<file path="config.mk">
export PLATFORM = sky130hd
export DESIGN_NAME = i2c_sht40_master
export DESIGN_NICKNAME = d
export VERILOG_FILES = /design/src/rtl/i2c_sht40_pkg.sv /design/src/rtl/i2c_scl_gen.sv /design/src/rtl/i2c_sht40_master.sv
export SDC_FILE = /design/constraint.sdc
export NUM_CORES = 1
export LEC_CHECK = 0
export CAP_MARGIN = 10
export CORE_UTILIZATION = 45
export CTS_CLUSTER_DIAMETER = 150
export DETAILED_ROUTE_END_ITERATION = 10
export HOLD_SLACK_MARGIN = 0.05
export PLACE_DENSITY = 0.63
export SLEW_MARGIN = 20
export SYNTH_ARGS = -nofsm -noshare
export SYNTH_HDL_FRONTEND = slang
export SYNTH_SLANG_ARGS = --single-unit
</file>
<file path="constraint.sdc">
create_clock -name clk -period 5.2 [get_ports clk]
set_input_delay 1.04 -clock clk [delete_from_list [all_inputs] [get_ports clk]]
set_output_delay 1.04 -clock clk [all_outputs]
set_load 0.01 [all_outputs]
</file>
<file path="src/rtl/i2c_sht40_pkg.sv">
// Shared encodings and CRC helper for the SHT40 I2C measurement master.
package i2c_sht40_pkg;

  localparam logic [2:0] ST_IDLE  = 3'd0;
  localparam logic [2:0] ST_START = 3'd1;
  localparam logic [2:0] ST_ADDR  = 3'd2;
  localparam logic [2:0] ST_WRITE = 3'd3;
  localparam logic [2:0] ST_READ  = 3'd4;
  localparam logic [2:0] ST_ACK   = 3'd5;
  localparam logic [2:0] ST_STOP  = 3'd6;
  localparam logic [2:0] ST_WAIT  = 3'd7;

  localparam logic [2:0] SCL_IDLE  = 3'd0;
  localparam logic [2:0] SCL_LOW1  = 3'd1;
  localparam logic [2:0] SCL_LOW2  = 3'd2;
  localparam logic [2:0] SCL_HIGH1 = 3'd3;
  localparam logic [2:0] SCL_HIGH2 = 3'd4;

  localparam logic [7:0] CRC_POLY   = 8'h31;
  localparam logic [7:0] CRC_INIT   = 8'hFF;
  localparam logic [3:0] READ_BYTES = 4'd6;

  // Sensirion CRC-8 over a 16-bit word, processed MSB first.
  function automatic logic [7:0] crc8(input logic [15:0] data);
    logic [7:0] crc;
    crc = CRC_INIT;
    for (int i = 15; i >= 0; i--) begin
      if (crc[7] ^ data[i]) crc = {crc[6:0], 1'b0} ^ CRC_POLY;
      else                  crc = {crc[6:0], 1'b0};
    end
    return crc;
  endfunction

endpackage

</file>
<file path="src/rtl/i2c_scl_gen.sv">
// SCL quarter-phase sequencer with clock-stretch hold and SDA timing strobes.
module i2c_scl_gen
  import i2c_sht40_pkg::*;
#(
  parameter int QUARTER_CYCLES = 125
) (
  input  logic       clk,
  input  logic       rst_n,
  input  logic       run,
  input  logic       last,
  input  logic       scl_in,
  output logic       scl_out,
  output logic [2:0] phase,
  output logic       sda_change,
  output logic       sda_sample,
  output logic       phase_end
);

  localparam int CW = $clog2(QUARTER_CYCLES + 1);
  localparam logic [CW-1:0] CNT_MAX = CW'(QUARTER_CYCLES - 1);

  logic [CW-1:0] cnt;
  logic          stretch;
  logic          quarter_done;

  assign scl_out      = !(phase == SCL_LOW1 || phase == SCL_LOW2);
  assign stretch      = (phase == SCL_HIGH1) && scl_out && !scl_in;
  assign quarter_done = (phase != SCL_IDLE) && (cnt == CNT_MAX) && !stretch;
  assign sda_change   = quarter_done && (phase == SCL_LOW1);
  assign sda_sample   = quarter_done && (phase == SCL_HIGH1);
  assign phase_end    = quarter_done && (phase == SCL_HIGH2);

  // A bit frame is LOW1, LOW2, HIGH1, HIGH2; frames chain until the STOP frame ends.
  always_ff @(posedge clk) begin
    if (!rst_n) begin
      phase <= SCL_IDLE;
      cnt   <= '0;
    end else if (phase == SCL_IDLE) begin
      cnt <= '0;
      if (run) phase <= SCL_LOW1;
    end else if (!stretch) begin
      if (cnt == CNT_MAX) begin
        cnt <= '0;
        case (phase)
          SCL_LOW1:  phase <= SCL_LOW2;
          SCL_LOW2:  phase <= SCL_HIGH1;
          SCL_HIGH1: phase <= SCL_HIGH2;
          default:   phase <= last ? SCL_IDLE : SCL_LOW1;
        endcase
      end else begin
        cnt <= cnt + 1'b1;
      end
    end
  end

endmodule

</file>
<file path="src/rtl/i2c_sht40_master.sv">
// SHT40 measurement master: write the command, wait, read six bytes, CRC-check both words.
module i2c_sht40_master
  import i2c_sht40_pkg::*;
#(
  parameter int QUARTER_CYCLES   = 125,
  parameter int MEAS_WAIT_CYCLES = 500000
) (
  input  logic        clk,
  input  logic        rst_n,
  input  logic        Processor_Ready,
  input  logic        i2c_writes,
  input  logic [6:0]  Peripheral_Address,
  input  logic [7:0]  Command_Data_Frames,
  input  logic        Sda_In,
  input  logic        Scl_In,
  output logic        Sda_Out,
  output logic        Scl_Out,
  output logic [15:0] Temperature_Output,
  output logic [15:0] Humidity_Output,
  output logic        Temp_Ready_Out,
  output logic        RH_Ready_Out,
  output logic        CRC_Error_Out,
  output logic        Ack_Error_Out,
  output logic [3:0]  Output_Received_Counter,
  output logic [2:0]  Master_State_Out,
  output logic [2:0]  Scl_State_Out
);

  localparam int WAIT_W = $clog2(MEAS_WAIT_CYCLES + 4 * QUARTER_CYCLES + 1);
  localparam logic [WAIT_W-1:0] START_HOLD = WAIT_W'(QUARTER_CYCLES - 1);
  localparam logic [WAIT_W-1:0] IDLE_GAP   = WAIT_W'(4 * QUARTER_CYCLES - 1);
  localparam logic [WAIT_W-1:0] MEAS_WAIT  = WAIT_W'(MEAS_WAIT_CYCLES - 1);

  logic [2:0]        state;
  logic [2:0]        prev_state;
  logic              sda;
  logic              read_phase;
  logic [WAIT_W-1:0] wait_cnt;
  logic [2:0]        bit_cnt;
  logic [7:0]        tx;
  logic [7:0]        rx;
  logic [7:0]        data_hi;
  logic [7:0]        data_lo;
  logic [3:0]        byte_cnt;
  logic              sda_change;
  logic              sda_sample;
  logic              phase_end;
  logic              enter_start;

  assign Sda_Out                 = sda;
  assign Master_State_Out        = state;
  assign Output_Received_Counter = byte_cnt;

  assign enter_start = (wait_cnt == '0) &&
                       ((state == ST_IDLE && Processor_Ready && i2c_writes) || state == ST_WAIT);

  i2c_scl_gen #(
    .QUARTER_CYCLES(QUARTER_CYCLES)
  ) u_scl (
    .clk        (clk),
    .rst_n      (rst_n),
    .run        (state == ST_ADDR),
    .last       (state == ST_STOP),
    .scl_in     (Scl_In),
    .scl_out    (Scl_Out),
    .phase      (Scl_State_Out),
    .sda_change (sda_change),
    .sda_sample (sda_sample),
    .phase_end  (phase_end)
  );

  always_ff @(posedge clk) begin
    if (!rst_n) begin
      state              <= ST_IDLE;
      prev_state         <= ST_IDLE;
      sda                <= 1'b1;
      read_phase         <= 1'b0;
      wait_cnt           <= '0;
      bit_cnt            <= '0;
      tx                 <= '0;
      rx                 <= '0;
      data_hi            <= '0;
      data_lo            <= '0;
      byte_cnt           <= '0;
      Temperature_Output <= '0;
      Humidity_Output    <= '0;
      Temp_Ready_Out     <= 1'b0;
      RH_Ready_Out       <= 1'b0;
      CRC_Error_Out      <= 1'b0;
      Ack_Error_Out      <= 1'b0;
    end else begin
      Temp_Ready_Out <= 1'b0;
      RH_Ready_Out   <= 1'b0;
      case (state)
        ST_IDLE, ST_WAIT: begin
          sda <= 1'b1;
          if (wait_cnt != '0) wait_cnt <= wait_cnt - 1'b1;
        end
        ST_START: begin
          if (wait_cnt != '0) begin
            wait_cnt <= wait_cnt - 1'b1;
          end else begin
            state   <= ST_ADDR;
            tx      <= {Peripheral_Address, read_phase};
            bit_cnt <= '0;
          end
        end
        ST_ADDR, ST_WRITE: begin
          if (sda_change) begin
            sda <= tx[7];
            tx  <= {tx[6:0], 1'b0};
          end
          if (phase_end) begin
            bit_cnt <= bit_cnt + 1'b1;
            if (bit_cnt == 3'd7) begin
              state      <= ST_ACK;
              prev_state <= state;
            end
          end
        end
        ST_READ: begin
          if (sda_change) sda <= 1'b1;
          if (sda_sample) rx <= {rx[6:0], Sda_In};
          if (phase_end) begin
            bit_cnt <= bit_cnt + 1'b1;
            if (bit_cnt == 3'd7) begin
              state      <= ST_ACK;
              prev_state <= ST_READ;
              byte_cnt   <= byte_cnt + 1'b1;
              // Bytes 3 and 6 are checksums over the two bytes held in data_hi/data_lo.
              case (byte_cnt)
                4'd0, 4'd3: data_hi <= rx;
                4'd1, 4'd4: data_lo <= rx;
                4'd2: begin
                  if (crc8({data_hi, data_lo}) == rx) begin
                    Temperature_Output <= {data_hi, data_lo};
                    Temp_Ready_Out     <= 1'b1;
                  end else begin
                    CRC_Error_Out <= 1'b1;
                  end
                end
                4'd5: begin
                  if (crc8({data_hi, data_lo}) == rx) begin
                    Humidity_Output <= {data_hi, data_lo};
                    RH_Ready_Out    <= 1'b1;
                  end else begin
                    CRC_Error_Out <= 1'b1;
                  end
                end
                default: ;
              endcase
            end
          end
        end
        ST_ACK: begin
          if (sda_change) sda <= (prev_state != ST_READ) || (byte_cnt == READ_BYTES);
          if (sda_sample && prev_state != ST_READ && Sda_In) Ack_Error_Out <= 1'b1;
          if (phase_end) begin
            bit_cnt <= '0;
            if (prev_state == ST_READ) begin
              state <= (byte_cnt == READ_BYTES) ? ST_STOP : ST_READ;
            end else if (Ack_Error_Out) begin
              state <= ST_STOP;
            end else if (prev_state == ST_ADDR) begin
              if (read_phase) begin
                state <= ST_READ;
              end else begin
                state <= ST_WRITE;
                tx    <= Command_Data_Frames;
              end
            end else begin
              state <= ST_STOP;
            end
          end
        end
        ST_STOP: begin
          if (sda_change) sda <= 1'b0;
          if (sda_sample) sda <= 1'b1;
          if (phase_end) begin
            if (read_phase || Ack_Error_Out) begin
              state    <= ST_IDLE;
              wait_cnt <= IDLE_GAP;
            end else begin
              state      <= ST_WAIT;
              wait_cnt   <= MEAS_WAIT;
              read_phase <= 1'b1;
            end
          end
        end
        default: state <= ST_IDLE;
      endcase

      // START condition: SDA falls while SCL is still released.
      if (enter_start) begin
        state         <= ST_START;
        sda           <= 1'b0;
        wait_cnt      <= START_HOLD;
        byte_cnt      <= '0;
        CRC_Error_Out <= 1'b0;
        Ack_Error_Out <= 1'b0;
        if (state == ST_IDLE) read_phase <= 1'b0;
      end
    end
  end

endmodule

</file>
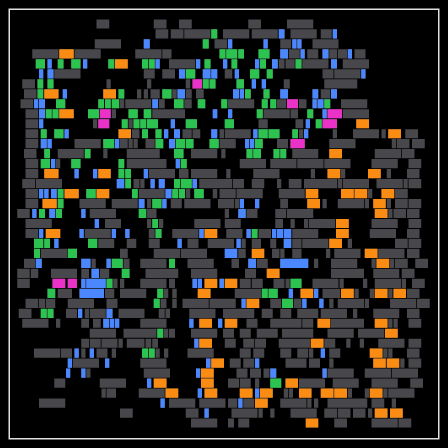
run_1/gate_families.png
family	color	cells	most used
AND-OR and OR-AND gates	magenta	9	o221a_2
NOR gates	blue	138	nor2_1
inverting AOI/OAI gates	green	118	a21oi_1
multiplexers	orange	67	mux2i_1
Comb area share: 49.02%
Commonest Layout Cell: dfxtp_1
final cell count without fillers: 920

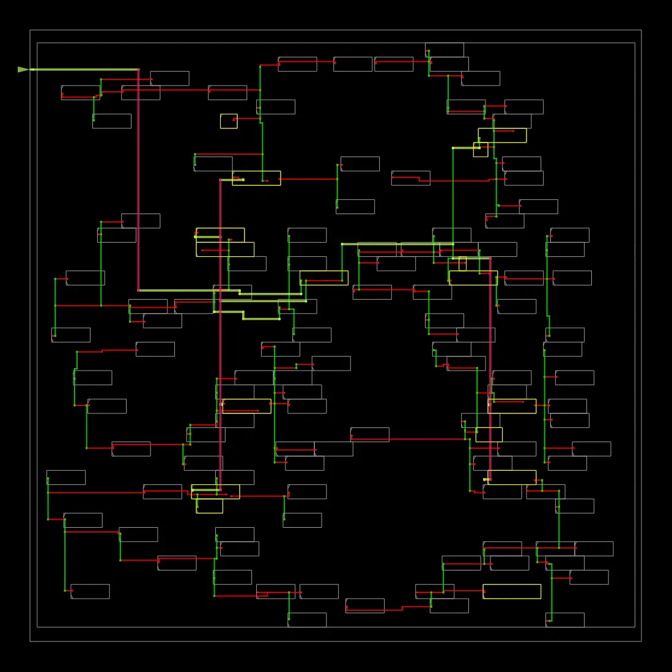
run_1/final_clocks.png
Clock Latency Late Sink: 350 ps
Power Clock: 766 µW
Seq cells: 112
Clock Buffer Count: 12
Clock Sinks: 112

==> results.py, run 1 <==
# Metrics from the implementation run
metrics = {
    "run": {
        "warning_count": 30,
    },
    "power_and_ir_drop": {
        "powerComb_uw": 556,
        "p_leak_uw": 0.002494,
        "vdd_drop_max_uv": 202.4,
        "total_power_uw": 2326,
        "power_density_mw_per_mm2": 332.4,
        "p_int_uw": 1619,
    },
    "cells_and_area": {
        "nNonClkBuffers": 76,
        "final_cell_mix": "112 x dfxtp_1, 94 x nor2_1, 85 x nand2_1, 67 x clkdlybuf4s50_1, 60 x mux2i_1",
        "fillers": 1245,
        "sh_seq_area_pct": 32.05,
        "mi_logic_area_mm2": 0.003430,
        "num_antenna_cells": 0,
        "regArea_mm2": 0.002242,
        "synthToLayoutAreaGrowth_pct": 18.20,
        "reg_top3": "wait_cnt (19), Humidity_Output (16), Temperature_Output (16)",
    },
    "grt": {
        "grt_pass1_vias": 4733,
        "grt_pass1_wl_mm": 23.43,
    },
    "route": {
        "ant_nets": 0,
        "drt_iter0_drc": 306,
        "remaining_drc_errors": 0,
        "num_vias": 5028,
        "avgRoutedWirePerCell_um": 15.51,
    },
    "worst_setup_path": {
        "cp.required_ps": 5400,
        "crit_slowest_cell": "or4_1",
        "critPathLaunchType": "input pin",
        "worst_ep_arrival_time_ps": 3680,
    },
    "die": {
        "die_w_um": 116.7,
        "rows": 41,
        "initial_core_util_pct": 46.53,
    },
    "cts": {
        "path_clk_slew_ps": 70,
        "cts_hold_buf": 0,
        "postCtsSetupBuffers": 0,
        "numCtsBuffers": 9,
        "cts_root_buf": "clkbuf_16",
    },
    "status": {
        "status": "complete, no violations",
    },
    "logic_synthesis": {
        "synth_cell_types": 66,
        "synth.avg_cell_area_um2": 8.468,
        "syn_area_mm2": 0.005919,
    },
    "timing": {
        "fmax_mhz": 286.9,
        "fin_ws_ps": 1714,
        "grt_setup_unrepaired": "false",
        "fin_crit_sh_pct": 67.03,
    },
    "placed_design": {
        "dp_hpwl_mm": 10.10,
        "place_inst": 904,
    },
}
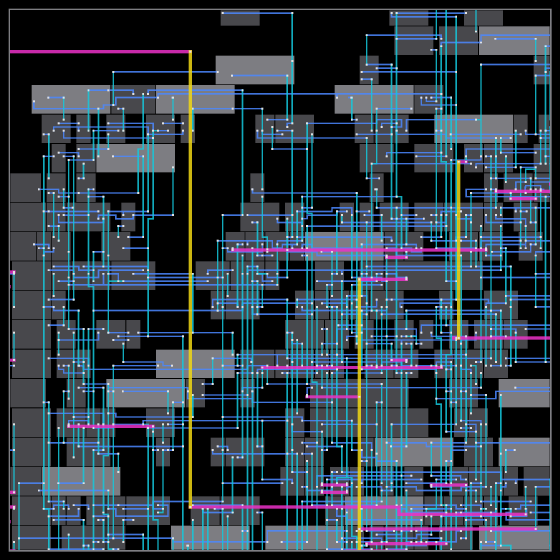
run_1/zoom.png
Window x 4 to 54, y 63 to 113 µm. Cells in gray, sequential cells in the stronger gray; small squares are vias.
layer	color
met1	blue
met2	cyan
met4	yellow
met3	magenta
sequential cells in the window	18
cells with their middle in the window	184
netlist names of flops here include	`tx` (6), `Master_State_Out` (3), `wait_cnt` (3)
most frequent	nor2_1 (23), clkdlybuf4s50_1 (19)

==> run 1: final timing paths <==
path	end	slack [ps]	depth (start not counted)
worst max-delay path	Temperature_Output[1]	1710	7
worst min-delay path	Humidity_Output[5]	460	2
worst max register to register	wait_cnt[5]	1740	9
worst min register to register	Humidity_Output[5]	460	2
==> run 1: routing by layer <==
layer / share of wire [%] / wire length, µm / track usage (%) / vias up
met5: 0 / 0 / 0 / -
met4: 1.1 / 159 / 6.667 / 0
met3: 4.2 / 597 / 2.698 / 12
met2: 47 / 6659 / 37.75 / 118
met1: 48 / 6854 / 28.77 / 2365
li1: - / - / - / 2533
==> run 1: worst min-delay path: stages, from the launching register on <==
cell	delay [ps]
dfxtp_1	310
nand2_1	50
mux2i_1	50
==> run 1: synth_stat cells, types with 7 or more instances <==
| master | instances | area, µm² |
|---|---|---|
| a211oi_1 | 10 | 75.07 |
| a21oi_1 | 46 | 230.2 |
| a31oi_1 | 10 | 62.56 |
| clkbuf_1 | 29 | 108.9 |
| dfxtp_1 | 112 | 2242 |
| ha_1 | 9 | 112.6 |
| inv_1 | 9 | 33.78 |
| mux2_2 | 7 | 78.83 |
| mux2i_1 | 60 | 600.6 |
| nand2_1 | 85 | 319.1 |
| nand3_1 | 16 | 80.08 |
| nor2_1 | 94 | 352.8 |
| nor3_1 | 29 | 145.1 |
| o21ai_0 | 25 | 125.1 |
| xnor2_1 | 29 | 254.0 |
| xor2_1 | 17 | 148.9 |
==> run 1: cell families after synthesis <==
family / count (synthesis) / synth area share [%]
AND/OR/NAND/NOR: 277 / 21.94
AND-OR/OR-AND: 127 / 13.38
flip-flops: 112 / 37.88
multiplexers: 67 / 11.48
buffers and inverters: 54 / 4.185
XOR/XNOR: 53 / 9.237
adder cells (fa/ha/maj): 9 / 1.902
run_1/registers.png
Other sequential cells in the stronger gray, the rest of the logic in the fainter gray.
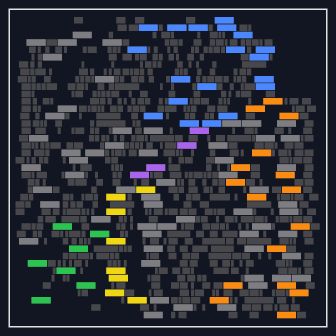

--- run 2 (diff from run 1) ---
==> constraint.sdc (replaced) <==
create_clock -name clk -period 3.6 [get_ports clk]
set_input_delay 0.72 -clock clk [delete_from_list [all_inputs] [get_ports clk]]
set_output_delay 0.72 -clock clk [all_outputs]
set_load 0.01 [all_outputs]
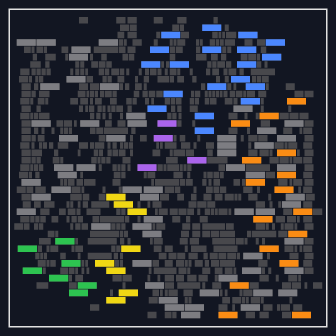
run_2/registers.png
Other sequential cells in the stronger gray, the rest of the logic in the fainter gray.
signal	color	sequential cells
`rx`	yellow	8
`wait_cnt`	blue	19
`Humidity_Output`	orange	16
`Output_Received_Counter`	purple	4
`u_scl.cnt`	green	7
fraction of area in registers: 31.69%
Seq power: 1460 µW
Register Area: 0.002242 mm²

==> run 2 against run 1 <==
Against the previous run:
- first-iteration DRC count decreased by 15%
- non-clock buffer count increased by 12
- sequential share of layout area decreased by 0.36 points
- clock power increased by about 40%
- highest routed layer unchanged
- core utilization increased by 0.62 points
- critical path type is now flip-flop to flip-flop
- wire length increased by 0.14%
- register-to-register slack got worse by 1200 ps
- combinational power increased by 49%
==> results.py, run 2 <==
# Metrics from the implementation run
metrics = {
    "cts": {
        "postCtsSetupBuffers": 0,
        "path_clk_slew_ps": 70,
        "cts_root_buf": "clkbuf_16",
        "cts_hold_buf": 0,
    },
    "route": {
        "avgRoutedWirePerCell_um": 15.33,
        "num_vias": 5135,
        "wl_met2_mm": 6.823,
        "drt-met1-wl_mm": 6.723,
        "routed.top_layer": "met4",
        "drt_iter0_drc": 261,
        "ant_nets": 0,
    },
    "logic_synthesis": {
        "yosysTopAreaCell": "dfxtp_1",
        "most_common_cell": "dfxtp_1",
        "area_leaders": "dfxtp_1 38%, mux2i_1 10%, nor2_1 6.0%",
        "synth_cell_types": 66,
        "synth.avg_cell_area_um2": 8.468,
        "syn_area_mm2": 0.005919,
        "ys_top_cells_by_count": "112 x dfxtp_1, 94 x nor2_1, 85 x nand2_1, 60 x mux2i_1, 46 x a21oi_1",
    },
    "worst_setup_path": {
        "cp.required_ps": 3850,
        "rr_endpoint": "tx[2]",
        "critPathLaunchType": "flip-flop",
        "reg2reg_slack_ps": 530,
        "endpoint": "tx[2]",
    },
    "cells_and_area": {
        "flops": 112,
        "fillers": 1230,
        "num_antenna_cells": 0,
        "layout.cells.non_filler": 932,
        "clock_buffers": 9,
        "nNonClkBuffers": 88,
        "lay_top_count": "dfxtp_1",
    },
    "status": {
        "status": "complete, no violations",
    },
    "power_and_ir_drop": {
        "power_density_mw_per_mm2": 474.7,
        "p_leak_uw": 0.002543,
    },
    "timing": {
        "fmax_mhz": 326.0,
        "grt_setup_unrepaired": "false",
    },
    "grt": {
        "grt_pass1_vias": 4759,
        "grtUsageMet2_pct": 37.00,
        "grt_pass1_wl_mm": 23.25,
        "busiest_layer": "met2",
    },
    "run": {
        "warning_count": 30,
    },
    "die": {
        "rows": 41,
        "die_w_um": 116.7,
        "initial_core_util_pct": 46.53,
    },
    "placed_design": {
        "dp_hpwl_mm": 10.26,
    },
}
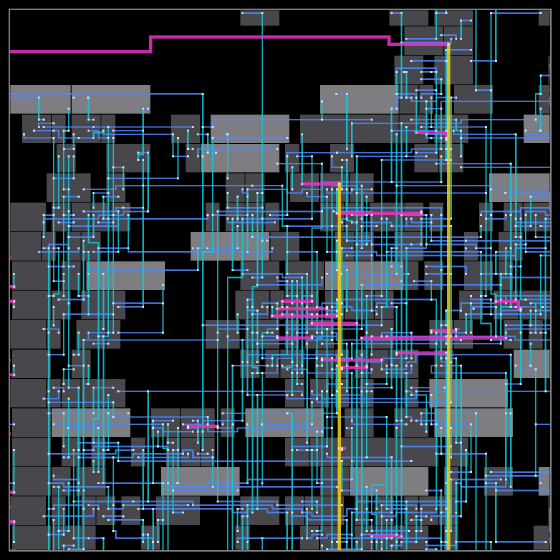
run_2/zoom.png
Window x 4 to 54, y 63 to 113 µm. Cells in gray, sequential cells in the stronger gray; small squares are vias.
layer	color
met2	cyan
met3	magenta
met4	yellow
met1	blue
netlist names of flops here include	`tx` (6), `Master_State_Out` (3), `prev_state` (2)
sequential cells in the window	15
cells with their middle in the window	176
most frequent	nor2_1 (23), a21oi_1 (18), clkdlybuf4s50_1 (18)

run 2: cell counts after synthesis:
No cell type changed its count.
run 2: worst min path at each step:
stage | from | end | slack, ps | cells after the start
global placement | Humidity_Output[8] | Humidity_Output[8] | 440 | 2
detailed placement | Humidity_Output[4] | Humidity_Output[4] | 450 | 2
global route | Temperature_Output[9] | Temperature_Output[9] | 480 | 2
CTS | Temperature_Output[9] | Temperature_Output[9] | 460 | 2
floorplan | wait_cnt[7] | wait_cnt[7] | 440 | 2
finish | Temperature_Output[9] | Temperature_Output[9] | 460 | 2
run 2: metrics by stage:
| step | hold slack (ps) | total power, µW | area, µm² | setup WS (ps) |
|---|---|---|---|---|
| 2_1_floorplan | 444.7 | 2080 | 5919 | 876.8 |
| 3_3_place_gp | 443.8 | 2259 | 6754 | 625.2 |
| 3_5_place_dp | 447.6 | 2296 | 6754 | 598.1 |
| 4_1_cts | 460.8 | 3373 | 7076 | 573.0 |
| 5_1_grt | 476.7 | 3558 | 7076 | 254.3 |
| 6_report | 457.3 | 3359 | 7076 | 532.9 |
run 2: critical path: stages, from the launching register on:
cell and delay [ps]:
dfxtp_1 350, or4_1 630, nor4_1 600, nand3_1 240
o31a_1 340, o21ai_2 500, nor2_1 90, a211oi_1 220
run 2: logic make-up after synthesis:
group / Yosys count / share of synthesized area (%)
and+or+nand+nor: 277 / 21.94
DFF: 112 / 37.88
AOI/OAI and AO/OA: 127 / 13.38
buffers and inverters: 54 / 4.185
xor gates and xnor gates: 53 / 9.237
adders and majority gates: 9 / 1.902
muxes: 67 / 11.48
run 2: where the power goes:
group	total [µW]	internal [µW]	switching [µW]	leakage (µW)
Combinational	830	359	470	0.00149
Sequential	1460	1350	110	0.000905
Clock	1070	610	463	0.000148
Total	3360	2320	1040	0.00254
Power and IR drop assume default switching activity.
